**Sequential cells grouped by signal name**

Bar = 20 µm.
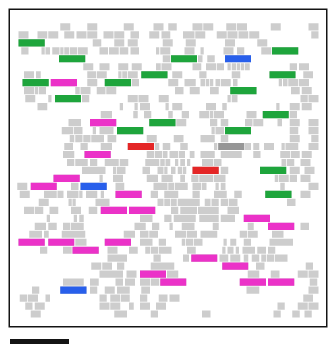
**Track usage over the die**

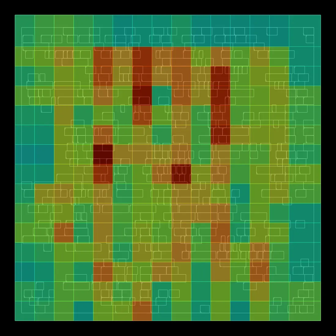
`src/rtl/trv_arbiter.sv`:
```
// trv_arbiter: shares one traversal engine among NUM_THREADS reorder units.
//   - Init requests from the per-thread FWFT FIFOs are granted round-robin into a
//     single registered init request stream (1 cycle latency, no bubbles).
//   - Traversal responses are routed back to the owning unit by their TID field.
//   - Per-thread outstanding counters cap in-flight rays at MAX_OUTSTANDING.
// Ports:
//   clk, arst_n                 clock, asynchronous active-low reset
//   req_in_*                    per-thread init request FIFOs (empty_n/read/dout)
//   init_req_stream_*           registered init request stream to the engine
//   trv_resp_stream_*           response stream from the engine
//   resp_out_*                  per-thread response sinks (data broadcast)
//   err                         sticky: [0] bad resp TID, [1] resp with no
//                               outstanding request, [2] request TID != lane

`ifndef TID_WIDTH
`define TID_WIDTH 3
`endif
`ifndef INIT_REQ_WIDTH
`define INIT_REQ_WIDTH 16
`endif
`ifndef TRV_RESP_WIDTH
`define TRV_RESP_WIDTH 16
`endif

module trv_arbiter #(
  parameter int unsigned NUM_THREADS     = 4,
  parameter int unsigned MAX_OUTSTANDING = 16
) (
  input  logic                                      clk,
  input  logic                                      arst_n,
  input  logic [NUM_THREADS-1:0]                    req_in_empty_n,
  output logic [NUM_THREADS-1:0]                    req_in_read,
  input  logic [NUM_THREADS*`INIT_REQ_WIDTH-1:0]    req_in_dout,
  input  logic                                      init_req_stream_full_n,
  output logic                                      init_req_stream_write,
  output logic [`INIT_REQ_WIDTH-1:0]                init_req_stream_din,
  input  logic                                      trv_resp_stream_empty_n,
  output logic                                      trv_resp_stream_read,
  input  logic [`TRV_RESP_WIDTH-1:0]                trv_resp_stream_dout,
  input  logic [NUM_THREADS-1:0]                    resp_out_full_n,
  output logic [NUM_THREADS-1:0]                    resp_out_write,
  output logic [`TRV_RESP_WIDTH-1:0]                resp_out_din,
  output logic [2:0]                                err
);

  localparam int unsigned IW = `INIT_REQ_WIDTH;
  localparam int unsigned TW = `TID_WIDTH;
  localparam int unsigned CW = $clog2(MAX_OUTSTANDING + 1);
  localparam int unsigned PW = (NUM_THREADS > 1) ? $clog2(NUM_THREADS) : 1;
  localparam logic [CW-1:0] CntOne = CW'(1);

  logic                   out_valid_q, out_valid_d;
  logic [IW-1:0]          out_data_q, out_data_d;
  logic [PW-1:0]          rr_ptr_q, rr_ptr_d;
  logic [CW-1:0]          cnt_q [NUM_THREADS];
  logic [CW-1:0]          cnt_d [NUM_THREADS];
  logic [2:0]             err_q, err_d;

  logic                   slot_free;
  logic [NUM_THREADS-1:0] eligible;
  logic [NUM_THREADS-1:0] gnt;
  logic                   gnt_any;
  logic [IW-1:0]          gnt_data;
  logic                   lane_tid_bad;
  logic [TW-1:0]          resp_tid;
  logic                   tid_ok;
  logic [NUM_THREADS-1:0] resp_hit;

  // A new request may enter the output register when it is empty or being drained.
  assign slot_free = ~out_valid_q | init_req_stream_full_n;

  always_comb begin
    for (int unsigned i = 0; i < NUM_THREADS; i++) begin
      eligible[i] = req_in_empty_n[i] && (32'(cnt_q[i]) < MAX_OUTSTANDING);
    end
  end

  // Round-robin: scan rr_ptr, rr_ptr+1, ... and take the first eligible thread.
  always_comb begin
    gnt      = '0;
    gnt_any  = 1'b0;
    rr_ptr_d = rr_ptr_q;
    for (int unsigned k = 0; k < NUM_THREADS; k++) begin
      for (int unsigned i = 0; i < NUM_THREADS; i++) begin
        if (slot_free && !gnt_any && eligible[i] &&
            (i == (32'(rr_ptr_q) + k) % NUM_THREADS)) begin
          gnt[i]   = 1'b1;
          gnt_any  = 1'b1;
          rr_ptr_d = PW'((i + 1) % NUM_THREADS);
        end
      end
    end
  end

  always_comb begin
    gnt_data     = '0;
    lane_tid_bad = 1'b0;
    for (int unsigned i = 0; i < NUM_THREADS; i++) begin
      if (gnt[i]) begin
        gnt_data     = req_in_dout[i*IW +: IW];
        lane_tid_bad = (32'(req_in_dout[i*IW +: TW]) != i);
      end
    end
  end

  assign req_in_read = gnt;

  always_comb begin
    out_valid_d = out_valid_q;
    out_data_d  = out_data_q;
    if (gnt_any) begin
      out_valid_d = 1'b1;
      out_data_d  = gnt_data;
    end else if (init_req_stream_full_n) begin
      out_valid_d = 1'b0;
    end
  end

  assign init_req_stream_write = out_valid_q;
  assign init_req_stream_din   = out_data_q;

  // Response routing is purely combinational; out-of-range TIDs are popped and dropped.
  assign resp_tid = trv_resp_stream_dout[TW-1:0];
  assign tid_ok   = (32'(resp_tid) < NUM_THREADS);

  always_comb begin
    for (int unsigned i = 0; i < NUM_THREADS; i++) begin
      resp_hit[i] = (32'(resp_tid) == i);
    end
  end

  assign trv_resp_stream_read = trv_resp_stream_empty_n &
                                (~tid_ok | (|(resp_hit & resp_out_full_n)));
  assign resp_out_write       = resp_hit & {NUM_THREADS{trv_resp_stream_read}};
  assign resp_out_din         = trv_resp_stream_dout;

  always_comb begin
    err_d = err_q;
    if (trv_resp_stream_read && !tid_ok) err_d[0] = 1'b1;
    if (gnt_any && lane_tid_bad)         err_d[2] = 1'b1;
    for (int unsigned i = 0; i < NUM_THREADS; i++) begin
      cnt_d[i] = cnt_q[i];
      if (gnt[i] && !resp_out_write[i]) begin
        cnt_d[i] = cnt_q[i] + CntOne;
      end else if (!gnt[i] && resp_out_write[i] && (cnt_q[i] != '0)) begin
        cnt_d[i] = cnt_q[i] - CntOne;
      end
      // Spurious response: still delivered, counter saturates at zero.
      if (resp_out_write[i] && (cnt_q[i] == '0)) err_d[1] = 1'b1;
    end
  end

  assign err = err_q;

  always_ff @(posedge clk or negedge arst_n) begin
    if (!arst_n) begin
      out_valid_q <= 1'b0;
      out_data_q  <= '0;
      rr_ptr_q    <= '0;
      err_q       <= '0;
      for (int unsigned i = 0; i < NUM_THREADS; i++) begin
        cnt_q[i] <= '0;
      end
    end else begin
      out_valid_q <= out_valid_d;
      out_data_q  <= out_data_d;
      rr_ptr_q    <= rr_ptr_d;
      err_q       <= err_d;
      for (int unsigned i = 0; i < NUM_THREADS; i++) begin
        cnt_q[i] <= cnt_d[i];
      end
    end
  end

endmodule

```
`config.mk`:
```
export PLATFORM = sky130hd
export DESIGN_NAME = trv_arbiter
export DESIGN_NICKNAME = d
export VERILOG_FILES = /design/src/rtl/trv_arbiter.sv
export SDC_FILE = /design/constraint.sdc
export NUM_CORES = 1
export LEC_CHECK = 0
export CELL_PAD_IN_SITES_DETAIL_PLACEMENT = 0
export CELL_PAD_IN_SITES_GLOBAL_PLACEMENT = 1
export CORE_MARGIN = 2
export CORE_UTILIZATION = 27
export DETAILED_ROUTE_END_ITERATION = 12
export GPL_TIMING_DRIVEN = 0
export PLACE_DENSITY_LB_ADDON = 0.1
export SYNTH_ARGS = -nofsm -noshare
export SYNTH_HDL_FRONTEND = slang
export SYNTH_SLANG_ARGS = --single-unit
```
`constraint.sdc`:
```
create_clock -name clk -period 2.9 [get_ports clk]
set_clock_uncertainty 0.15 [all_clocks]
set_input_delay 0.58 -clock clk [delete_from_list [all_inputs] [get_ports clk]]
set_output_delay 0.58 -clock clk [all_outputs]
set_load 0.01 [all_outputs]
```
==> reports/metrics.yaml <==
cts_tree: "yes"
route.met3.wl_um: 399
regMostFlops: "cnt_q"
drtIter0Drc: 90
cts_buffers: 5
cpMaxStageDelayCell: "clkdlybuf4s50_1"
die_x_um: 107.8
cp.depth: 8
warnings: 28
ys_sh_aoi: 0.2217
yosysTopAreaCellShare: 0.3616
grt_remaining_overflow: 0
ys_top_logic_family: "AND-OR/OR-AND gates"
top_usage_layer: "met2"
hold_violations: 0
antenna_left: 0
wl_um: 9528
bufAreaShareNonClock: 0.3347
avgViaCountPerCell: 4.857
status: "completed"
leakagePower_nw: 1.991
cp-endpoint: "req_in_read[3]"
clock_area_frac: 0.01926
fillers: 1016
dp_hpwl_um: 7003
core_um2: 10370
worst_slack_ps: 40.86
criticalPathCategory: "in2out"
cap_violations: 0
ios: 137
cp.required_ps: 2170
setup_viol: 0
edf_count: 0
async_flop_share: 1.000
reg2reg_depth: 10
largest_reg_flops: 20
synth_dominant_cell_count: "dfrtp_1"
sh_comb_area: 0.3814
ys_types: 53
fp_nets: 404
muxShareOfSynthArea: 0.06156
gr-usage-met2: 0.2808
power.internal_w: 0.002444
cts_buffer_depth: 2
cts.sinks: 42
cp_slowest_stage_delay_ps: 460
slew_violations: 0
cts.reportedPaths.clkPinSlew_ps: 90
ys_sh_simple: 0.1563
tightest_slew_ps: 601.4
synth_cells: 296
p_clk_frac: 0.101
dr.pass1.iters: 4
grt_pass1_vias: 2922
rsz0062_at_grt: "yes"
holdWs_ps: 65.90
grt_max_degree: 27
gp_congestion: 0.8195
setup_tns_ps: 0
rr_startpoint: "rr_ptr_q[1]$_DFFE_PN0P_"
min_period_ps: 2859
seq_power_share: 0.272
layout.non_clock_buffers: 169
combPwrFrac: 0.627
die_area_um2: 11610
top_layer: "met4"
p_clk_w: 0.000414
cts_max_level: 2
yosys_area_um2: 2907
arrival_ps: 2130
yosys.area_share.adder: 0.07921
critPathLaunch: "req_in_empty_n[1]"
crit_path_end_kind: "output port"
logic_area_um2: 1809
yosys_warnings: 0
final_cell_mix: "clkdlybuf4s50_1, dfrtp_1, buf_4"
start_kind: "input pin"
dp_cells: 556
lay_top_count: "clkdlybuf4s50_1"
dr_wl_met2_um: 4838
power_density_nw_per_um2: 867.5
cts_setup_buffers: 15
area_delta_synth_final_pct: 63.19
portBuffers: 123
topCellsByArea: "dfrtp_1, ha_1, a21oi_1"
netSwitchingFraction: 0.4061
regArea_um2: 1051
drc: 0
-- 'sequential cells grouped by signal name' (at the start) --
| signal | colour | flops |
|---|---|---|
| `rr_ptr_q` | red | 2 |
| `init_req_stream_din` | green | 16 |
| `cnt_q` | magenta | 20 |
| `err` | blue | 3 |
Final Util: 0.4574
fraction of area in registers: 0.2216

-- 'track usage over the die' (at the start) --
GRT Total Usage: 0.1634
grt met3 use: 0.02724
grt met1 use: 0.2110

